**src/rtl/fetch_decode.sv**
```systemverilog
// fetch_decode: RV32I-subset PC, decode and next-PC front end with sticky illegal-instruction halt
module fetch_decode #(
  parameter int WIDTH = 32,
  parameter logic [WIDTH-1:0] RESET_PC = '0
) (
  input  logic             clk,
  input  logic             rst_n,
  input  logic [31:0]      instr,
  input  logic             instr_valid,
  input  logic             EQ,
  output logic [WIDTH-1:0] pc,
  output logic             RegWrite,
  output logic             ALUsrc,
  output logic [2:0]       ALUctrl,
  output logic [4:0]       rs1,
  output logic [4:0]       rs2,
  output logic [4:0]       rd,
  output logic [31:0]      ImmOp,
  output logic             halted,
  output logic [31:0]      instret
);
  typedef enum logic {RUN, HALT} state_t;
  state_t state_q;
  logic [WIDTH-1:0] pc_q, pc_d, target;
  logic [31:0] instret_q;
  logic [2:0] f3, alu_f3;
  logic [6:0] f7;
  logic legal, is_br, f3_ok, taken, bad;
  assign f3 = instr[14:12];
  assign f7 = instr[31:25];
  assign rs2 = instr[24:20];
  assign rd = instr[11:7];
  assign alu_f3 = f3 == 3'b111 ? 3'b010 : f3 == 3'b110 ? 3'b011 : f3 == 3'b010 ? 3'b101 : 3'b000;
  assign f3_ok = alu_f3 != 3'b000 || f3 == 3'b000;
  // Combinational decode of the instruction word into ALU/regfile controls
  always_comb begin
    rs1 = instr[19:15];
    ALUsrc = 1'b0;
    ALUctrl = 3'b000;
    ImmOp = {{20{instr[31]}}, instr[31:20]};
    legal = 1'b0;
    is_br = 1'b0;
    case (instr[6:0])
      7'b0010011: begin
        legal = f3_ok;
        ALUsrc = 1'b1;
        ALUctrl = alu_f3;
      end
      7'b0110011: begin
        legal = (f7 == 7'b0000000 && f3_ok) || (f7 == 7'b0100000 && f3 == 3'b000);
        ALUctrl = f7[5] ? 3'b001 : alu_f3;
      end
      7'b0110111: begin
        legal = 1'b1;
        rs1 = 5'd0;
        ALUsrc = 1'b1;
        ImmOp = {instr[31:12], 12'b0};
      end
      7'b1100011: begin
        legal = f3[2:1] == 2'b00;
        is_br = 1'b1;
        ALUctrl = 3'b001;
        ImmOp = {{20{instr[31]}}, instr[7], instr[30:25], instr[11:8], 1'b0};
      end
      default: ;
    endcase
  end
  assign taken = is_br && legal && (f3[0] ? !EQ : EQ);
  assign target = pc_q + WIDTH'($signed(ImmOp));
  assign bad = !legal || (taken && target[1]);
  assign pc_d = taken ? target : pc_q + WIDTH'(4);
  assign RegWrite = rst_n && instr_valid && state_q == RUN && legal && !is_br;
  assign pc = pc_q;
  assign instret = instret_q;
  assign halted = state_q == HALT;
  // RUN/HALT state, PC and retire counter; an illegal retire freezes everything until reset
  always_ff @(posedge clk) begin
    if (!rst_n) begin
      state_q <= RUN;
      pc_q <= RESET_PC;
      instret_q <= '0;
    end else if (state_q == RUN && instr_valid) begin
      if (bad) state_q <= HALT;
      else begin
        pc_q <= pc_d;
        instret_q <= instret_q + 32'd1;
      end
    end
  end
endmodule

```
**config.mk**
```make
export PLATFORM = sky130hd
export DESIGN_NAME = fetch_decode
export DESIGN_NICKNAME = d
export VERILOG_FILES = /design/src/rtl/fetch_decode.sv
export SDC_FILE = /design/constraint.sdc
export NUM_CORES = 1
export LEC_CHECK = 0
export CORE_UTILIZATION = 48
export CTS_BUF_LIST = sky130_fd_sc_hd__clkbuf_8
export CTS_CLUSTER_DIAMETER = 80
export DETAILED_ROUTE_END_ITERATION = 8
export PLACE_DENSITY = 0.84
export SKIP_LAST_GASP = 1
export SLEW_MARGIN = 0
export SYNTH_ARGS = -nofsm -noshare
export SYNTH_HDL_FRONTEND = slang
export SYNTH_SLANG_ARGS = --single-unit
```
**constraint.sdc**
```tcl
create_clock -name clk -period 4.95 [get_ports clk]
set_clock_uncertainty 0.05 [all_clocks]
set_input_delay 0.495 -clock clk [delete_from_list [all_inputs] [get_ports clk]]
set_output_delay 0.495 -clock clk [all_outputs]
set_load 0.03 [all_outputs]
```
Fig. 1: run 1, I/O nets highlighted
Scale: 4 px per micron.
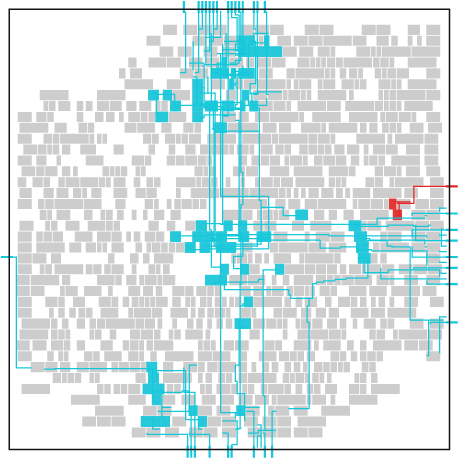
instr_valid: marked red, direction input, end cells 2, wire 24.6 microns. instr: marked cyan, direction input, end cells 63, wire 1840 microns.
# IOs: 153
I/O Buffers: 152

Fig. 2: run 1, M2 wires
Scale: 4 px per micron.
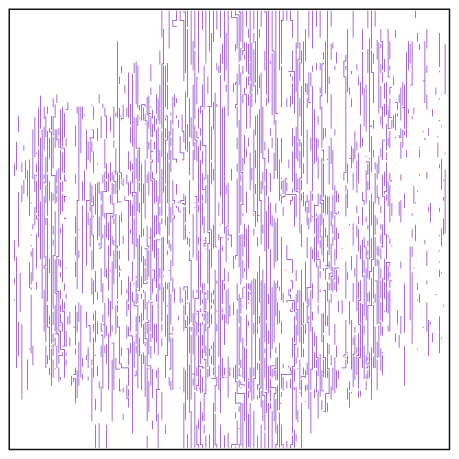
The layer holds 47% of the routed length. The wires run mostly vertical. The layer carries 8660 microns of wire. 808 nets have wire on it. The longest straight run is 43.9 microns.
total number of vias: 6325
met2 Track Usage GR: 0.508
total wire length: 18400 microns

Fig. 3: run 1, clock network drawn from the DEF
Scale: 2 px per micron.
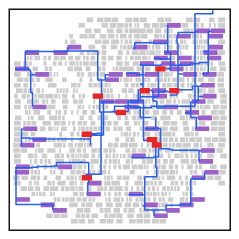
cells driving clock nets: marked red, count 9. clock wires: marked blue, length 1020 microns. flip-flops: marked purple, count 65.
Position of the flops: all over the die.
clock share of power: 0.357
Worst-Skew Late Latency: 0.35 ns
Clk power: 0.000428 W

Fig. 4: run 1, placed cells, one color a class
Scale: 2 px per micron.
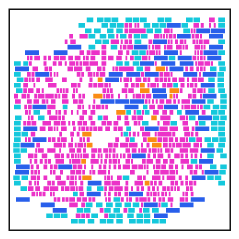
other buffers and delay cells: marked cyan, cells 167, share of their area 23%. clock drivers and dummy loads: marked orange, cells 16, share of their area 2.5%. all other logic: marked magenta, cells 650, share of their area 57%. flip-flops: marked blue, cells 65, share of their area 18%.
placement row count: 38
Design Area, Final: 7330 sq um
core area: 11100 sq um
final core utilization: 0.662
flop share of the area: 0.177

==> reports/metrics.csv, run 1 <==
stage,metric,value,unit
die,fp-utilization,0.502,
sta,rsz0062_at_grt,false,
yosys,yosysSeqAreaShare,0.234,
yosys,edf_count,0,
clocking,clkSlewWorstSetupHoldPaths,0.08,ns
sta,whs,0.453,ns
cells_and_area,final_nets,963,
run_status,status,finished clean,
worst_setup_path,reg2regPathDepth,10,
place,gp_congestion,1.01,
sta,finalMaxSlewViolations,0,
worst_setup_path,reg2reg_to,pc[30],
clocking,post_cts_resized,0,
sta,post-route-period-util,0.887,
yosys,synth_top_area_share,0.234,
yosys,avgSynthCellArea,7.30,sq um
global_route,grt_usage,0.303,
worst_setup_path,cp-start-kind,input port,
routing,wl_per_cell,17.7,microns
yosys,synthArstFlopShare,0,
-- run 1: routing by layer --
metal  track usage  vias to the layer above  share of wire
met5             0                        -              0
met4        0.0990                        0          0.024
met3        0.0587                       39          0.083
met2         0.508                      313           0.47
met1         0.389                     2930           0.42
li1              -                     3043              -
-- run 1: cell usage in the layout (no fill, tap or decap), drive strengths merged, types with 5 or more instances in the layout --
master,instances
o211ai,7
nand4,10
clkbuf,9
and4,5
nand3,34
or3,6
nand2b,5
and3,28
buf,15
nor2,79
clkdlybuf4s50,152
xnor2,23
or4,5
a21o,36
nor2b,18
a22o,5
o21bai,6
a211oi,8
and2,8
a21oi,73
ha,33
dfxtp,65
nor3,24
a31oi,9
xor2,21
inv,18
nand2,73
o21ai,52
o21a,9
-- run 1: cells by family after synthesis --
group / count (synthesis) / synth area share
buffers and inverters: 64 / 0.0510
and+or+nand+nor: 307 / 0.274
adders and majority gates: 34 / 0.0778
muxes: 3 / 0.00584
DFF: 65 / 0.234
xor gates and xnor gates: 44 / 0.0692
AOI/OAI and AO/OA: 246 / 0.288
-- run 1: power by group through the flow --
stage | logic, W | registers, W | clock network [W]
3_3_place_gp | 0.000240 | 0.000538 | 0
2_1_floorplan | 0.000137 | 0.000541 | 0
5_1_grt | 0.000259 | 0.000526 | 0.000456
4_1_cts | 0.000242 | 0.000526 | 0.000433
3_5_place_dp | 0.000241 | 0.000538 | 0
6_report | 0.000245 | 0.000526 | 0.000428
-- run 1: per-stage QoR --
| stage | instances | instance area [sq um] | setup slack, ns |
|---|---|---|---|
| final | 1038 | 7330 | 0.561 |
| after global routing | 1038 | 7330 | 0.252 |
| after CTS | 1038 | 7330 | 0.595 |
| after detailed placement | 1022 | 7160 | 0.249 |
| after global placement | 1022 | 7160 | 0.446 |
| after floorplan | 763 | 5570 | 0.933 |
-- run 1: worst max path at each step --
| stage | from | endpoint | slack (ns) | cells past startpoint |
|---|---|---|---|---|
| 2_1_floorplan | instr[4] | pc[30] | 0.93 | 14 |
| 3_3_place_gp | instr[4] | pc[30] | 0.45 | 15 |
| 3_5_place_dp | instr[4] | pc[30] | 0.25 | 15 |
| 4_1_cts | instr[4] | pc[30] | 0.60 | 15 |
| 5_1_grt | instr[4] | pc[21] | 0.25 | 14 |
| 6_report | instr[4] | pc[30] | 0.56 | 15 |
-- run 1: worst max-delay path: cells and delay by family --
| kind | cells | cell delay (ns) |
|---|---|---|
| compound gates | 4 | 0.99 |
| fa+ha+maj | 2 | 0.66 |
| buf+inv | 1 | 0.47 |
| simple gates | 8 | 2.00 |
-- run 1: flip-flops by register name (all words and copies together), names as in the netlist --
signal and cells:
instret 32, halted 1, pc 32
-- run 1: layout make-up --
type	instances	area, sq um
clock buffer	9	124
inverter	16	60.1
clock inverter	7	52.6
multi-input combinational	634	3990
timing repair buffer	167	1630
fill	963	3750
tap	140	175
sequential	65	1300
==> run 2, diff against run 1 <==
- MAX_ROUTING_LAYER: unset -> met4
Fig. 5: run 2, clock network drawn from the DEF
Scale: 2 px per micron.
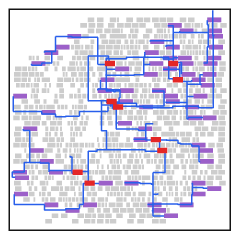
cells driving clock nets: marked red, count 9. flip-flops: marked purple, count 65. clock wires: marked blue, length 1100 microns.
Position of the flops: all over the die. There are 10 routed clock nets.
Clk power: 0.000488 W
clock share of power: 0.388
Worst-Skew Late Latency: 0.36 ns

==> reports/metrics.csv, run 2 <==
stage,metric,value,unit,change
place,gp_congestion,0.964,,-4.7%
die,io_pins,153,,unchanged
clocking,clkSlewWorstSetupHoldPaths,0.09,ns,about the same
yosys,synthArstFlopShare,0,,unchanged
global_route,grt_usage,0.321,,+0.0181
yosys,avgSynthCellArea,7.30,sq um,unchanged
routing,routed_wirelength,18700,microns,+2.0%
routing,vias,6381,,+0.89%
cells_and_area,layout_top_cells,"clkdlybuf4s50_1, nor2_1, nand2_1",,
die,core,11100,sq um,unchanged
cells_and_area,logic_area,3990,sq um,unchanged
cells_and_area,lay_top_count,clkdlybuf4s50_1,,
cells_and_area,finalInstanceArea,7360,sq um,+0.44%
cells_and_area,flop_area,1300,sq um,unchanged
run_status,status,finished clean,,
yosys,edf_count,0,,unchanged
clocking,post_cts_resized,0,,unchanged
worst_setup_path,cp-start-kind,input port,,
die,rows,38,,unchanged
place,portBuffers,152,,unchanged
place,placed_area,7160,sq um,+0.10%
yosys,synth_top_area_share,0.234,,unchanged
worst_setup_path,reg2reg_to,pc[30],,
die,fp-utilization,0.502,,unchanged
sta,rsz0062_at_grt,false,,
[run 2: how the worst max path moves through the flow]
stage,depth (start not counted),from,endpoint,slack (ns)
finish,15,instr[4],pc[30],0.58
global route,15,instr[4],pc[30],0.34
CTS,15,instr[4],pc[30],0.66
floorplan,14,instr[4],pc[30],0.93
global placement,15,instr[4],pc[30],0.45
detailed placement,15,instr[4],pc[30],0.29
[run 2: final cells by class]
class / instances / area share
clock inverters: 7 / 0.0105
well taps: 140 / 0.0238
repair buffers: 168 / 0.223
clock buffers: 9 / 0.0168
flip-flops and latches: 65 / 0.177
inverters: 16 / 0.00815
multi-input cells: 634 / 0.541
[run 2: critical path, cell delays in order]
cell and delay, ns:
clkdlybuf4s50_1 0.48, nor2b_1 0.24, nor4b_4 0.35, nor2_1 0.20, and2_1 0.22, ha_1 0.22
fa_1 0.43, a211oi_1 0.27, o21bai_1 0.19, o211ai_1 0.32, a31o_2 0.27, nand4_1 0.17
and3_1 0.20, or4_1 0.49, nand3_1 0.09
[run 2: cell families after synthesis]
kind of cell | synth area share
AND-OR/OR-AND | 0.288
XOR/XNOR | 0.0692
adder cells (fa/ha/maj) | 0.0778
buffers and inverters | 0.0510
flip-flops | 0.234
multiplexers | 0.00584
AND/OR/NAND/NOR | 0.274
[run 2: power groups by stage]
stage,Combinational (W),Sequential [W],Clock [W]
final,0.000245,0.000526,0.000488
after global routing,0.000260,0.000526,0.000517
after CTS,0.000243,0.000526,0.000487
after detailed placement,0.000242,0.000538,0
after global placement,0.000241,0.000538,0
after floorplan,0.000137,0.000541,0
[run 2: per-layer routing]
layer	vias up	track usage	wire length, microns
li1	3061	-	-
met5	-	-	0
met2	311	0.513	8650
met4	0	0.149	730
met3	59	0.0409	1560
met1	2950	0.403	7780
[run 2: through the flow]
| stage | setup slack, ns | power (W) | cells | utilization |
|---|---|---|---|---|
| after floorplan | 0.933 | 0.000677 | 763 | - |
| after global placement | 0.452 | 0.000780 | 1023 | 0.647 |
| after detailed placement | 0.294 | 0.000780 | 1023 | 0.647 |
| after CTS | 0.656 | 0.00126 | 1039 | 0.665 |
| after global routing | 0.342 | 0.00130 | 1039 | 0.665 |
| final | 0.576 | 0.00126 | 1039 | 0.665 |
Power figures rest on the tool's default switching activity, not on a simulated workload.
